`src/rtl/rib_rr.sv`:
```
// rib_rr: round-robin bus interconnect, MST_NUM masters to SLV_NUM slaves.
// The winning master keeps the bus for up to HOLD_MAX consecutive cycles;
// the pointer then moves past it so every requester is eventually served.
// Slave select comes from the top SEL_W address bits; read data is combinational.
// Optional feature macro: RIB_ERR_EN (registered decode-error pulse and address).
module rib_rr #(
    parameter int MST_NUM  = 4,
    parameter int SLV_NUM  = 4,
    parameter int ADDR_W   = 32,
    parameter int DATA_W   = 32,
    parameter int SEL_W    = 4,
    parameter int HOLD_MAX = 8,
    localparam int MW      = $clog2(MST_NUM),
    localparam int HW      = $clog2(HOLD_MAX + 1)
) (
    input  logic                      clk,
    input  logic                      rst_n,
    input  logic [MST_NUM-1:0]        i_m_vld,
    input  logic [MST_NUM*ADDR_W-1:0] i_m_addr,
    input  logic [MST_NUM-1:0]        i_m_wr_en,
    input  logic [MST_NUM*DATA_W-1:0] i_m_wr_data,
    output logic [MST_NUM*DATA_W-1:0] o_m_rd_data,
    output logic [MST_NUM-1:0]        o_bus_halt,
    output logic [SLV_NUM*ADDR_W-1:0] o_s_addr,
    output logic [SLV_NUM-1:0]        o_s_wr_en,
    output logic [SLV_NUM*DATA_W-1:0] o_s_wr_data,
    input  logic [SLV_NUM*DATA_W-1:0] i_s_rd_data,
    output logic                      o_gnt_vld,
    output logic [MW-1:0]             o_gnt_id,
    output logic                      o_err_vld,
    output logic [ADDR_W-1:0]         o_err_addr
);

    typedef enum logic {S_IDLE = 1'b0, S_LOCK = 1'b1} state_t;

    state_t          state_q, state_d;
    logic [MW-1:0]   own_q, own_d;
    logic [MW-1:0]   ptr_q, ptr_d;
    logic [HW-1:0]   hold_q, hold_d;

    logic            rr_found;
    logic [MW-1:0]   rr_win;
    logic            own_vld;
    logic [MW-1:0]   own_id;
    logic [ADDR_W-1:0] own_addr;
    logic            own_wr_en;
    logic [DATA_W-1:0] own_wr_data;
    logic [SEL_W-1:0] sel;
    logic            sel_ok;
    logic            unmapped;
    logic [DATA_W-1:0] rd_mux;

    // Pointer increment wrapping at MST_NUM (also for non-power-of-2 counts)
    function automatic logic [MW-1:0] wrap_inc(input logic [MW-1:0] v);
        return (int'(v) == MST_NUM - 1) ? '0 : v + 1'b1;
    endfunction

    // State register: asynchronous reset drops any lock immediately
    always_ff @(posedge clk or negedge rst_n) begin
        if (!rst_n) begin
            state_q <= S_IDLE;
            own_q   <= '0;
            ptr_q   <= '0;
            hold_q  <= '0;
        end else begin
            state_q <= state_d;
            own_q   <= own_d;
            ptr_q   <= ptr_d;
            hold_q  <= hold_d;
        end
    end

    // Round-robin scan: first requester at or after ptr_q, modulo MST_NUM
    always_comb begin
        int idx;
        idx      = 0;
        rr_found = 1'b0;
        rr_win   = '0;
        for (int k = 0; k < MST_NUM; k++) begin
            idx = int'(ptr_q) + k;
            if (idx >= MST_NUM) idx = idx - MST_NUM;
            if (!rr_found && i_m_vld[idx]) begin
                rr_found = 1'b1;
                rr_win   = MW'(idx);
            end
        end
    end

    // Next-state logic: slot length counted in hold_q, pointer moves past owner
    always_comb begin
        state_d = state_q;
        own_d   = own_q;
        ptr_d   = ptr_q;
        hold_d  = hold_q;
        case (state_q)
            S_IDLE: begin
                if (rr_found) begin
                    if (HOLD_MAX > 1) begin
                        state_d = S_LOCK;
                        own_d   = rr_win;
                        hold_d  = HW'(1);
                    end else begin
                        ptr_d = wrap_inc(rr_win);
                    end
                end
            end
            S_LOCK: begin
                if (i_m_vld[own_q] && (hold_q < HW'(HOLD_MAX - 1))) begin
                    hold_d = hold_q + 1'b1;
                end else begin
                    // Slot used up, or owner let go (the single dead cycle)
                    state_d = S_IDLE;
                    ptr_d   = wrap_inc(own_q);
                    hold_d  = '0;
                end
            end
            default: begin
                state_d = S_IDLE;
            end
        endcase
    end

    // Output logic: current owner, gated off while reset is held
    always_comb begin
        own_vld = 1'b0;
        own_id  = '0;
        if (rst_n) begin
            if (state_q == S_LOCK) begin
                own_vld = i_m_vld[own_q];
                own_id  = own_q;
            end else begin
                own_vld = rr_found;
                own_id  = rr_win;
            end
        end
    end

    // Owner request fields, muxed out of the flat master buses
    always_comb begin
        own_addr    = '0;
        own_wr_en   = 1'b0;
        own_wr_data = '0;
        for (int i = 0; i < MST_NUM; i++) begin
            if (own_id == MW'(i)) begin
                own_addr    = i_m_addr[i*ADDR_W +: ADDR_W];
                own_wr_en   = i_m_wr_en[i];
                own_wr_data = i_m_wr_data[i*DATA_W +: DATA_W];
            end
        end
    end

    assign sel      = own_addr[ADDR_W-1 -: SEL_W];
    assign sel_ok   = own_vld && (int'(sel) < SLV_NUM);
    assign unmapped = own_vld && !sel_ok;

    // Read-data return: unmapped or idle selects read back as zero
    always_comb begin
        rd_mux = '0;
        for (int j = 0; j < SLV_NUM; j++) begin
            if (sel_ok && (sel == SEL_W'(j))) rd_mux = i_s_rd_data[j*DATA_W +: DATA_W];
        end
    end

    assign o_gnt_vld = own_vld;
    assign o_gnt_id  = own_vld ? own_id : '0;

    generate
        for (genvar gi = 0; gi < MST_NUM; gi++) begin : g_mst
            logic is_own;
            assign is_own = own_vld && (own_id == MW'(gi));
            assign o_m_rd_data[gi*DATA_W +: DATA_W] = is_own ? rd_mux : '0;
            assign o_bus_halt[gi] = i_m_vld[gi] & ~is_own;
        end
        for (genvar gi = 0; gi < SLV_NUM; gi++) begin : g_slv
            logic hit;
            assign hit = sel_ok && (sel == SEL_W'(gi));
            assign o_s_addr[gi*ADDR_W +: ADDR_W]    = hit ? own_addr : '0;
            assign o_s_wr_en[gi]                    = hit & own_wr_en;
            assign o_s_wr_data[gi*DATA_W +: DATA_W] = hit ? own_wr_data : '0;
        end
    endgenerate

`ifdef RIB_ERR_EN
    logic              err_vld_q;
    logic [ADDR_W-1:0] err_addr_q;

    // Decode-error capture: one-cycle pulse, address held until the next error
    always_ff @(posedge clk or negedge rst_n) begin
        if (!rst_n) begin
            err_vld_q  <= 1'b0;
            err_addr_q <= '0;
        end else begin
            err_vld_q <= unmapped;
            if (unmapped) err_addr_q <= own_addr;
        end
    end

    assign o_err_vld  = err_vld_q;
    assign o_err_addr = err_addr_q;
`else
    assign o_err_vld  = 1'b0;
    assign o_err_addr = '0;
`endif

endmodule

```
`config.mk`:
```
export PLATFORM = sky130hd
export DESIGN_NAME = rib_rr
export DESIGN_NICKNAME = d
export VERILOG_FILES = /design/src/rtl/rib_rr.sv
export SDC_FILE = /design/constraint.sdc
export NUM_CORES = 1
export LEC_CHECK = 0
export ABC_AREA = 1
export CELL_PAD_IN_SITES_DETAIL_PLACEMENT = 1
export CELL_PAD_IN_SITES_GLOBAL_PLACEMENT = 1
export CORE_AREA = 2 2 322 324
export DETAILED_ROUTE_END_ITERATION = 8
export DIE_AREA = 0 0 324 326
export GPL_ROUTABILITY_DRIVEN = 0
export PLACE_DENSITY_LB_ADDON = 0.1
export SLEW_MARGIN = 40
export SYNTH_ARGS = -nofsm -noshare
export SYNTH_HDL_FRONTEND = slang
export SYNTH_SLANG_ARGS = --single-unit
```
`constraint.sdc`:
```
create_clock -name clk -period 4.2 [get_ports clk]
set_clock_uncertainty 0.2 [all_clocks]
set_input_delay 1.05 -clock clk [delete_from_list [all_inputs] [get_ports clk]]
set_output_delay 1.05 -clock clk [all_outputs]
set_load 0.02 [all_outputs]
```
Fig. 1: run 1, port wiring
(1 px per micron)
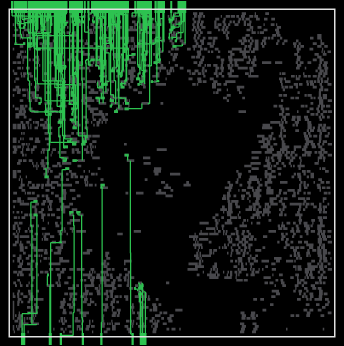
green -> `o_s_wr_data`  # bits 128, direction output, edge 116 top, 12 bottom, end cells 128, buffers 128, wire 8,750 microns
IO Pins: 822
Port Buffer Count: 776

Fig. 2: run 1, the metal 2 layer
(1.5 px per micron)
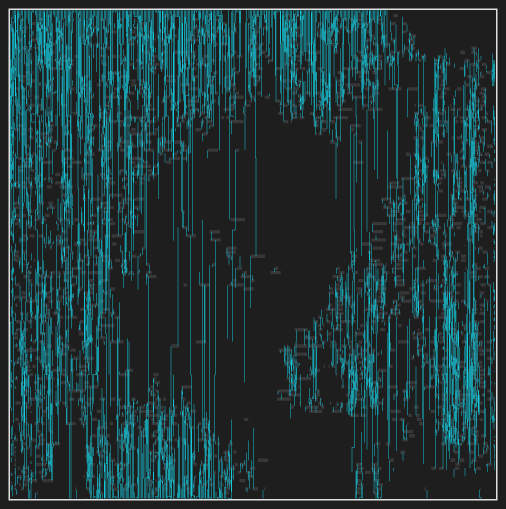
nets with wire on the layer = 2,363
longest straight run = 163 microns
main direction = vertical
Global Route met2 Usage: 0.2918
total length of routed wires: 84.65 mm
count of vias placed by the detailed router: 12,570

Fig. 3: run 1, routed clock nets over the placement
(1.5 px per micron)
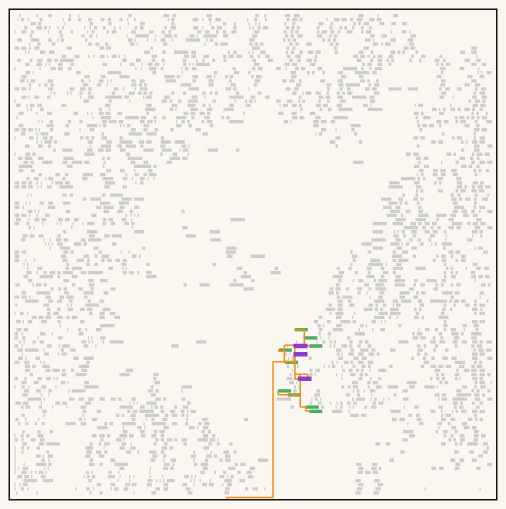
purple -> clock-net drivers  # count 3
orange -> clock wires  # length 277 microns
green -> flip-flops  # count 9
flops lie = bottom middle
routed clock nets = 4
clock network power consumption: 0.167 mW
clock latency reported for the late side of the worst-skew pair: 0.23 ns

Fig. 4: run 1, cell classes on the final placement
(1 px per micron) Fill, decap, tap and diode cells in grey.
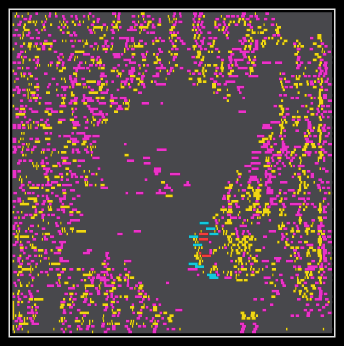
magenta -> remaining buffers and delay cells  # cells 1,191
red -> clock drivers and dummy loads  # cells 4
cyan -> registers  # cells 9
yellow -> remaining logic cells  # cells 1,061
post-route standard cell area excluding fillers: 0.02288 sq mm
register share of the cell area: 0.009844
Row Count: 118
Layout Utilization: 0.2230
area of the placeable core: 0.1026 sq mm

==> summary.txt, run 1 <==
The full implementation flow was run.

The run finished, with violations left. The final reports fail on negative setup slack. The final tally of setup violations stands at 380. The first global-routing pass estimated 111.1 mm of wire. The post-cts sizing count stands at between 1,500 and 2,000. The multi-input combinational cell count stands at about 1,000. Per STA, the startpoint of the critical path is i_m_vld[2]. The area share of and/or/nand/nor cells after synthesis stands at 0.6642. Per the CTS log, the maximum H-tree level is 1. hold_q holds more flip-flops than any other register.

For this sky-water flow run, the detailed-routed wirelength per cell is reported as approximately 23 microns. The via-per-instance ratio stands at between 3 and 4. Power comes to roughly 13 mW.

The number of remaining DRC errors stands at 0. Of the total power, the clock network draws 0.013. Clock buffers in the final layout number 4. The internal reg-to-reg setup slack stands at 1.98 ns. The tree is rooted in a sky130_fd_sc_hd__clkbuf_16. The number of gates on the worst path with buffers counted stands at 20. Per the OpenROAD power report, switching power amounts to between 7 and 8 mW. Per the timing report, the most critical flop-to-flop path finishes at own_q[0]$_DFFE_PN0P_.

The synthesis stat section lists a flop and latch total of 9. The area enclosed by the die boundary stands at 0.1056 sq mm. Summing all multiplexer cells gives an area fraction of 0. The number of antenna cells inserted stands at 4. The post-detailed-route count of antenna-violating nets stands at 0.

In the final layout, excluding clock inverters the inverter count is about 63. Of the synthesized area, sequential elements account for 0.03480. The global-route track usage on met3 stands at 0.04545. The total number of clock tree sinks stands at 9. The peak supply drop stands at 0.2029 mV. Ranked by total cell area, the synthesized netlist is headed by sky130_fd_sc_hd__nor2_1 16%, sky130_fd_sc_hd__nor2_2 15%, sky130_fd_sc_hd__nand2_1 14%. Total power normalized to cell area comes to 582.4 mW/mm^2. The number of global-route vias before repair stands at around 13,000. The run reported a max-capacitance violation count of 0. The worst-case hold slack stands at roughly 0.28 ns. The number of hold buffers added after CTS was 0.

The most frequently used library cell after synthesis is sky130_fd_sc_hd__nor2_1. The final global-route overflow total stands at 0. Of all power groups, the one with the highest power is combinational logic. The number of iterations in the first detailed-routing pass stands at 4. The final timing report gives a worst setup slack of -0.7687 ns. In the setup report, the worst path falls into the class primary input to primary output. The yosys-reported design area after synthesis stands at 0.006472 sq mm.

The multi-input combinational cells in the finished layout cover a total of between 0.007 and 0.008 sq mm. The min-delay analysis places its worst path in the category register to register. The number of tap cells added at floorplan stands at about 1,400. The static leakage power stands at roughly 9.5 nW. The power report attributes to the combinational group a share of 0.975. The number of sequential cells in the layout stands at 9. The filler cell count in the final layout stands at 12,000. The combinational gate power stands at 13.0 mW.

Per the synthesis report, the adder-cell share of the synthesized area is 0.003866. Yosys reports that the most numerous cell types are 270 x sky130_fd_sc_hd__nor2_1, 239 x sky130_fd_sc_hd__nand2_1, 154 x sky130_fd_sc_hd__nor2_2. The number of cells produced by synthesis stands at between 1,000 and 1,500.

Switching power as a fraction of the total was reported as 0.5310.
run 1: layout by cell type (no fill, tap or decap), types with 7 or more instances in the layout:
master	instances
sky130_fd_sc_hd__buf_12	106
sky130_fd_sc_hd__nand4_1	100
sky130_fd_sc_hd__clkbuf_2	7
sky130_fd_sc_hd__o21ai_0	8
sky130_fd_sc_hd__a221oi_1	7
sky130_fd_sc_hd__nand3_1	10
sky130_fd_sc_hd__a221oi_2	27
sky130_fd_sc_hd__buf_2	21
sky130_fd_sc_hd__inv_1	48
sky130_fd_sc_hd__buf_6	205
sky130_fd_sc_hd__nand2_4	20
sky130_fd_sc_hd__clkdlybuf4s50_1	390
sky130_fd_sc_hd__nand3_4	10
sky130_fd_sc_hd__nand2_2	20
sky130_fd_sc_hd__dfrtp_1	9
sky130_fd_sc_hd__clkbuf_16	7
sky130_fd_sc_hd__inv_2	8
sky130_fd_sc_hd__nor2_2	140
sky130_fd_sc_hd__nor2_4	232
sky130_fd_sc_hd__nor2_1	80
sky130_fd_sc_hd__conb_1	45
sky130_fd_sc_hd__buf_4	408
sky130_fd_sc_hd__nand2_1	208
sky130_fd_sc_hd__a221oi_4	22
sky130_fd_sc_hd__buf_8	11
sky130_fd_sc_hd__nand3_2	36
sky130_fd_sc_hd__buf_16	30
run 1: kinds of logic (layout without fill, tap and decap cells):
group / after synthesis / in the layout
AOI/OAI and AO/OA: 86 / 86
adders and majority gates: 2 / 2
buffers and inverters: 206 / 1258
DFF: 9 / 9
other: 1 / 49
and+or+nand+nor: 864 / 865
run 1: routing by layer:
layer	wire, microns	vias to the layer above	share of wire
met5	241	-	0.0028
met4	497	38	0.0059
li1	-	5987	-
met2	46020	479	0.54
met1	31530	6011	0.37
met3	6370	56	0.075
==> inputs of run 2 (changes only) <==
ABC_CLOCK_PERIOD_IN_PS = 4200   (was unset)
Fig. 5: run 2, cell classes on the final placement
(1 px per micron) Fill, decap, tap and diode cells in grey.
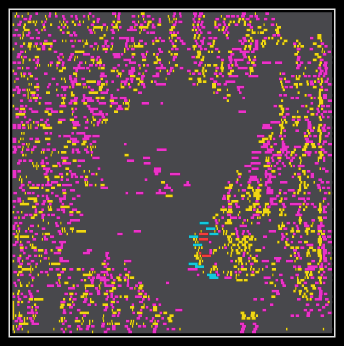
red -> clock drivers and dummy loads  # cells 4
yellow -> remaining logic cells  # cells 1,061
cyan -> registers  # cells 9
magenta -> remaining buffers and delay cells  # cells 1,191

==> run 2 against run 1 <==
Non-clock buffer count unchanged. Sequential share of layout area unchanged. Worst setup slack unchanged. The run still ends with negative setup slack left. Global-route usage unchanged. Critical path depth is the same.
==> summary.txt, run 2 <==
The full implementation flow was run.

The flow ran to the end, but the final reports show violations. The final reports fail on negative setup slack. Hold-check failures listed in the final report amount to 0. The clock latency of the later-clocked register in the worst-skew pair stands at 0.23 ns (about the same).

The number of vias in the routed layout was 12,570 (unchanged). From left edge to right edge, the die measures 324 microns. The number of standard cells reported by yosys stands at about 1,200. The highest cell delay on the worst timing path stands at ~0.4 ns. The number of buffers created by CTS stands at 3. The number of gates on the worst path with buffers counted is 20 (unchanged). The most common logic cells in the final layout are 408 x sky130_fd_sc_hd__buf_4, 390 x sky130_fd_sc_hd__clkdlybuf4s50_1, 232 x sky130_fd_sc_hd__nor2_4. After clock tree synthesis, the clock-pin slew on the worst setup and hold paths is around 0.040 ns. The final tally of setup violations stands at 380 (unchanged). The warning total across the stage logs stands at 29.

The smallest setup slack after layout was -0.7687 ns (unchanged). The floorplan step records an initial core utilization of 0.06308. The final global-route overflow total came to 0 (unchanged). Entering global routing, the biggest net connects 29 pins. The number of global-route vias before repair came to 13,400 (unchanged).

In this run the mean area of a mapped cell was approximately 5.5 sq um. The yosys-reported design area after synthesis was 0.006472 sq mm (unchanged). The total number of clock tree sinks is 9 (unchanged). Among logic cells in the layout, the one with the most instances is sky130_fd_sc_hd__buf_4. The tree is rooted in a sky130_fd_sc_hd__clkbuf_16. The fraction of final layout cells with drive strength greater than 1 stands at 0.5934.

The total I/O pin count stands at 822 (unchanged). The static leakage power came to 9.507 nW (unchanged). The largest individual stage delay along the critical path comes from the cell sky130_fd_sc_hd__a221oi_4. The post-detailed-route count of antenna-violating nets was 0 (unchanged). The top fanout value on the critical path stands at 7. The number of buffer cells added on primary ports came to 776 (unchanged). The via-per-instance ratio is 3.445 (unchanged).

In the global route stage, overall resource usage came out at 0.1496. The placeable core region stands at 0.1026 sq mm (unchanged). The final design instance area without fill stands at 0.02288 sq mm (unchanged). Broken down by cell family, the worst path's largest delay share belongs to buffers and inverters. The area enclosed by the die boundary was 0.1056 sq mm (unchanged). The number of remaining DRC errors was 0 (unchanged).

The quantity of hold-fixing buffers added after cts stands at 0 (unchanged). The sequential cell area fraction in the yosys report stands at 0.03480 (unchanged). Ranked by flip-flop count, first place goes to hold_q. The cell count of the worst hold path stands at 2.

The synthesis report lists the Yosys warning total as 0. The signal on the critical path passes through buf_6 > inv_6 > nand2_4 > nand3_4 > nand2_4 > nor2_4 > nand4_1 > nand2_4 > nand2_4 > nand2_4 > buf_4 > nor2_4 > buf_4 > clkbuf_16 > buf_4 > a221oi_4 > buf_6 > buf_4 > nor2_4 > buf_4. The total of flip-flops plus latches after synthesis came to 9 (unchanged). The routed wirelength normalized by instance count stands at 23.20 microns (unchanged). The number of antenna violations at the first check in global routing stands at 25. The placed instance area stands at about 0.019 sq mm. The slew at the pin with the worst max-slew slack stands at around 0.53 ns. The worst setup path is launched from a primary input.

Static timing analysis puts the maximum clock frequency at 201.3 MHz. According to the hold report, the worst path is of the register to register type. The count of max-cap constraint violations stands at 0 (unchanged). The number of H-tree levels stands at 1 (unchanged). The arrival time at the worst endpoint stands at around 3.7 ns. The total power stands at 13.32 mW (unchanged). The post-place setup slack stands at -1.709 ns.

The floorplan step set the die height to 326 microns. The number of iterations in the first detailed-routing pass came to 4 (unchanged). The final net count stands at about 2,700. By count the netlist is led by 270 x sky130_fd_sc_hd__nor2_1, 239 x sky130_fd_sc_hd__nand2_1, 154 x sky130_fd_sc_hd__nor2_2. The peak supply drop stands at 0.2029 mV (unchanged). The wire length reported by the detailed router is 84.65 mm (unchanged).

The core utilization of the finished layout is 0.2230 (unchanged). The required time at the worst endpoint is listed as 2.95 ns. The worst-case hold slack came to 0.2840 ns (unchanged). The power per standard cell area stands at 582.4 mW/mm^2 (unchanged). The number of rows in the core area is 118 (unchanged). For this run, asynchronously set or reset flops after synthesis account for 1.000. The share of the clock period used by the worst path after layout stands at 1.183. The share of synthesized area in the top cell type comes to 0.1566.

The most common cell in the synthesized netlist is sky130_fd_sc_hd__nor2_1. The post-route non-filler standard cell count stands at around 3,600. After synthesis, the cell types taking the most area are sky130_fd_sc_hd__nor2_1 16%, sky130_fd_sc_hd__nor2_2 15%, sky130_fd_sc_hd__nand2_1 14%.

The number of slew-limit violations in the final report stands at 0. The number of cells produced by synthesis stands at 1,168 (unchanged). The global-route wire length before repair came to 111.1 mm (unchanged). The longest clock path from root to sink contains 2 buffers. The critical path is of the primary input to primary output type. The flip-flop count of the largest register after layout stands at 4.
Fig. 6: run 2, routed clock nets over the placement
(1.5 px per micron)
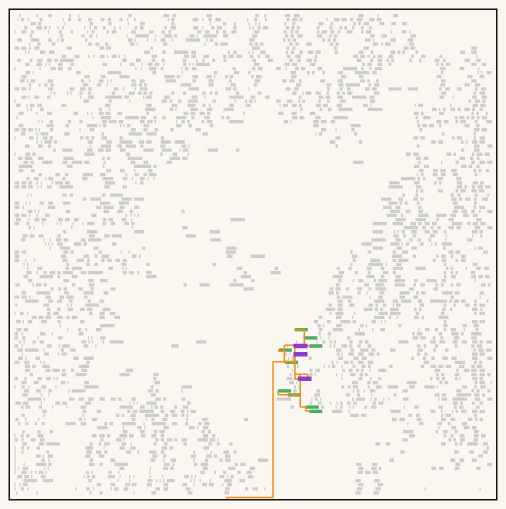
proportion of power drawn by the clock network: 0.013

==> run 2: cell counts after synthesis <==
Identical to the previous run, type by type.
==> run 2: area by class of cell <==
type | count | area (sq um)
antenna | 4 | 10.01
sequential | 9 | 225.2
clock buffer | 4 | 78.83
tap | 1380 | 1727
timing repair buffer | 1191 | 12770
fill | 12000 | 79730
inverter | 63 | 305.3
multi-input combinational | 998 | 7759
==> run 2: final timing paths <==
check | startpoint | end | slack, ns
setup reg to reg | ptr_q[0]$_DFFE_PN0P_ | own_q[0]$_DFFE_PN0P_ | 1.98
max in group asynchronous | rst_n | own_q[0]$_DFFE_PN0P_ | 2.89
setup / recovery | i_m_vld[2] | o_s_addr[34] | -0.77
hold / removal | hold_q[3]$_DFFE_PN0P_ | hold_q[3]$_DFFE_PN0P_ | 0.28
min in group asynchronous | rst_n | ptr_q[1]$_DFFE_PN0P_ | 0.76
hold reg to reg | hold_q[3]$_DFFE_PN0P_ | hold_q[3]$_DFFE_PN0P_ | 0.28
==> run 2: kinds of logic after synthesis <==
kind of cell | after synthesis | synth area share
AOI/OAI and AO/OA | 86 | 0.1291
adders and majority gates | 2 | 0.003866
buffers and inverters | 206 | 0.1674
DFF | 9 | 0.03480
other | 1 | 0.0005794
and+or+nand+nor | 864 | 0.6642
==> run 2: repair_timing <==
item,4_1_cts,5_1_grt
gates resized,1556,504
pin swaps,76,86
setup endpoints to repair,383,380
cloned,24,5
setup buffers,118,71
==> run 2: metal layers <==
metal	track usage	part of all wire
met1	0.1631	0.37
met2	0.2918	0.54
met3	0.04545	0.075
met4	0.007548	0.0059
met5	0	0.0028
==> run 2: power breakdown <==
part	internal, mW	leakage (nW)	switching [mW]	total [mW]
Sequential	0.124	0.111	0.0396	0.164
Combinational	6.00	9.36	7.00	13.0
Clock	0.127	0.0382	0.0406	0.167
==> inputs of run 3 (changes only) <==
HOLD_SLACK_MARGIN = 0.05   (was unset)
Fig. 7: run 3, routed clock nets over the placement
(1.5 px per micron)
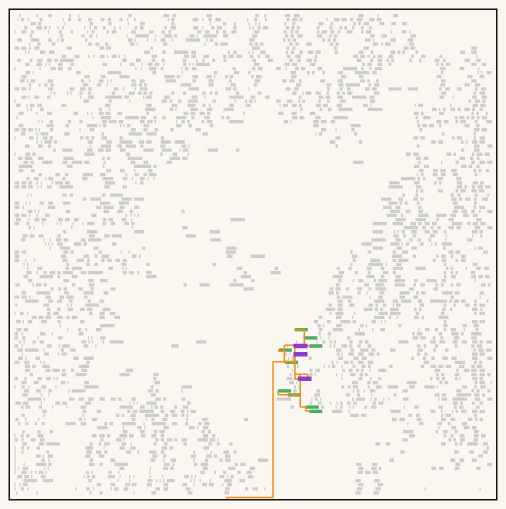
orange -> clock wires  # length 277 microns
green -> flip-flops  # count 9
purple -> clock-net drivers  # count 3
routed clock nets = 4

==> run 3 against run 2 <==
Combinational power barely moved. Fmax stayed put. Register-to-register slack hardly changed. Sequential share of layout area unchanged. Critical endpoint unchanged. The flow still finishes with violations (negative setup slack). Core utilization unchanged. First-iteration DRC count stayed put. Synthesized cell count unchanged. Non-clock buffer count unchanged.
==> summary.txt, run 3 <==
The full implementation flow was run.

According to the timing report, the critical path is launched from i_m_vld[2]. The top fanout value on the critical path stands at 7 (unchanged). STA shows the worst reg2reg path with a cell count of 7. The maximum operating frequency is 201.3 MHz (unchanged). The number of cells produced by synthesis is 1,168 (unchanged).

The flow ran to the end, but the final reports show violations. The global-route usage over all layers was 0.1496 (unchanged). The smallest setup slack after layout stands at -0.7687 ns (unchanged). The arrival time at the worst endpoint was 3.72 ns (about the same). The number of global-route vias before repair stands at 13,400 (unchanged).

The sequential cell area fraction in the yosys report is 0.03480 (unchanged). For this design, the slowest cell found on the critical path is sky130_fd_sc_hd__a221oi_4. The total of flip-flops plus latches after synthesis stands at 9 (unchanged). Looking at the reg2reg group, the worst path ends at own_q[0]$_DFFE_PN0P_. The total power was 13.32 mW (unchanged). The final design instance area without fill stands at 0.02288 sq mm (unchanged).

The worst setup path is captured at a primary output. The placed instance area stands at 0.01869 sq mm (unchanged). The highest cell delay on the worst timing path stands at 0.41 ns (about the same).

The worst setup path is launched from a primary input. The number of standard cells reported by yosys stands at 1,168 (unchanged). The final global-route overflow total stands at 0 (unchanged). The number of slew-limit violations in the final report stands at 0 (unchanged).

The routed wirelength normalized by instance count stands at 23.20 microns (unchanged). The static leakage power stands at 9.507 nW (unchanged). The pin count of the biggest net entering global routing came to 29 (unchanged). The total number of yosys warnings stands at 0 (unchanged). The slew at the pin with the worst max-slew slack came to 0.5321 ns (unchanged). The clock slew seen by the registers of the worst setup and hold paths stands at 0.04 ns (about the same). The library cells used most frequently in the layout, excluding fill and tap cells, are 408 x sky130_fd_sc_hd__buf_4, 390 x sky130_fd_sc_hd__clkdlybuf4s50_1, 232 x sky130_fd_sc_hd__nor2_4. sky130_fd_sc_hd__nor2_1 is the most common cell in the netlist. The number of buffer cells added on primary ports came to 776 (unchanged).

The flip-flop count of the largest register after layout stands at 4 (unchanged). The critical path is of the primary input to primary output type. The area enclosed by the die boundary came to 0.1056 sq mm (unchanged). The peak supply drop stands at 0.2029 mV (unchanged). The path class of the tightest hold or removal check is register to register.

The most used flip-flop cell after synthesis is sky130_fd_sc_hd__dfrtp_1. The number of rows in the core area is 118 (unchanged). The share of the synthesized area in the top cell type stands at 0.1566 (unchanged). The share of the clock period used by the worst path after layout was 1.183 (unchanged).

For the worst reg-to-reg path, the startpoint reported by OpenROAD is ptr_q[0]$_DFFE_PN0P_. By area the synthesized netlist is led by sky130_fd_sc_hd__nor2_1 16%, sky130_fd_sc_hd__nor2_2 15%, sky130_fd_sc_hd__nand2_1 14%. The fraction of final layout cells with drive strength greater than 1 is 0.5934 (unchanged). The number of remaining DRC errors stands at 0 (unchanged). The number of buffers created by CTS stands at 3 (unchanged). The post-route non-filler standard cell count came to 3,649 (unchanged).

The total number of clock tree sinks stands at 9 (unchanged). STA lists the startpoint of the worst hold path as hold_q[3]$_DFFE_PN0P_. The half-perimeter wire length after detailed placement stands at 66.25 mm. The proportion of register bits with asynchronous set or reset after synthesis is 1.000 (unchanged). The number of vias in the routed layout stands at 12,570 (unchanged). The final hold violation count is 0 (unchanged). The core utilization of the finished layout came to 0.2230 (unchanged). The endpoint of the worst hold path is reported as hold_q[3]$_DFFE_PN0P_. Looking at the clock tree report, the root buffer type is sky130_fd_sc_hd__clkbuf_16.

The internal reg-to-reg setup slack stands at 1.98 ns (about the same). The largest register by flop count is hold_q. The die boundary height was 326 microns (unchanged). The post-place setup slack was -1.709 ns (unchanged). The number of H-tree levels stands at 1 (unchanged). The number of buffers on the longest clock path stands at 2 (unchanged). The initial core utilization was 0.06308 (unchanged). The warning total across the stage logs stands at 29 (unchanged).

The wire length reported by the detailed router came to 84.65 mm (unchanged). The data required time at the worst endpoint stands at 2.95 ns (about the same). The number of iterations in the first detailed-routing pass stands at 4 (unchanged).

The placeable core region stands at 0.1026 sq mm (unchanged). The mean cell area of the mapped netlist stands at 5.541 sq um (unchanged). The total I/O pin count was 822 (unchanged). Ranked by instance count, the synthesized netlist is headed by 270 x sky130_fd_sc_hd__nor2_1, 239 x sky130_fd_sc_hd__nand2_1, 154 x sky130_fd_sc_hd__nor2_2. The checks that failed: negative setup slack. The synthesized area stands at between 0.006 and 0.007 sq mm. The post-detailed-route count of antenna-violating nets is 0 (unchanged). The count of max-cap constraint violations came to 0 (unchanged). The cell count of the worst hold path was 2 (unchanged).

The yosys-reported design area after synthesis was 0.006472 sq mm (unchanged). The number of antenna violations at the first check in global routing is 25 (unchanged). The quantity of hold-fixing buffers added after cts stands at 0 (unchanged). The final net count stands at 2,662 (unchanged). The die width stands at 324 microns (unchanged).

The final tally of setup violations is 380 (unchanged). The clock latency of the later-clocked register in the worst-skew pair came to 0.23 ns (about the same). Among logic cells in the layout, the one with the most instances is sky130_fd_sc_hd__buf_4. The via-per-instance ratio stands at 3.445 (unchanged). Traced cell by cell, the critical path runs through buf_6 > inv_6 > nand2_4 > nand3_4 > nand2_4 > nor2_4 > nand4_1 > nand2_4 > nand2_4 > nand2_4 > buf_4 > nor2_4 > buf_4 > clkbuf_16 > buf_4 > a221oi_4 > buf_6 > buf_4 > nor2_4 > buf_4. The worst-case hold slack was 0.2840 ns (unchanged). The power per standard cell area came to 582.4 mW/mm^2 (unchanged).

The global-route wire length before repair stands at 111.1 mm (unchanged). The timing report attributes the biggest portion of critical-path delay to buffers and inverters.
Fig. 8: run 3, port wiring
(1 px per micron)
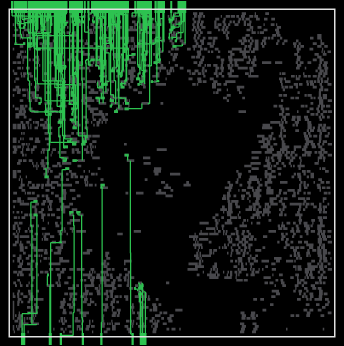
green -> `o_s_wr_data`  # bits 128, direction output, edge 116 top, 12 bottom, end cells 128, buffers 128, wire 8,750 microns

[run 3: cell counts in the layout (fill, tap and decap cells not counted)]
Identical to the previous run, type by type.
[run 3: power breakdown]
part	leakage, nW	internal [mW]	switching (mW)
combinational	9.36	6.00	7.00
clock	0.0382	0.127	0.0406
sequential	0.111	0.124	0.0396
[run 3: how the worst max path moves through the flow]
stage,to,slack (ns),cells after the start
floorplan,o_s_addr[74],-0.16,20
global placement,o_s_wr_data[3],-1.69,19
detailed placement,o_m_rd_data[32],-1.71,21
CTS,o_m_rd_data[116],-0.84,25
global route,o_m_rd_data[117],-0.92,22
finish,o_s_addr[34],-0.77,20
[run 3: layout make-up]
cell class / count / area, sq um
Timing Repair Buffer: 1191 / 12770
Antenna cell: 4 / 10.01
Clock buffer: 4 / 78.83
Inverter: 63 / 305.3
Multi-Input combinational cell: 998 / 7759
Tap cell: 1380 / 1727
Sequential cell: 9 / 225.2
Fill cell: 12000 / 79730
[run 3: cells by family after synthesis]
group           count (synthesis)  synth area share
fa+ha+maj                       2          0.003866
simple gates                  864            0.6642
flops                           9           0.03480
buf+inv                       206            0.1674
compound gates                 86            0.1291
other cells                     1         0.0005794
[run 3: repair_timing]
action,CTS,global route
cloned,24,5
gates resized,1556,504
endpoints found under the hold margin,0,0
pin swaps,76,86
setup endpoints to repair,383,380
buffers inserted,118,71
[run 3: layer usage]
metal  vias to the layer above  GRT usage  part of all wire
met2                       479     0.2918              0.54
met4                        38   0.007548            0.0059
met5                         -          0            0.0028
met1                      6011     0.1631              0.37
met3                        56    0.04545             0.075
li1                       5987          -                 -
Power and IR drop assume default switching activity.
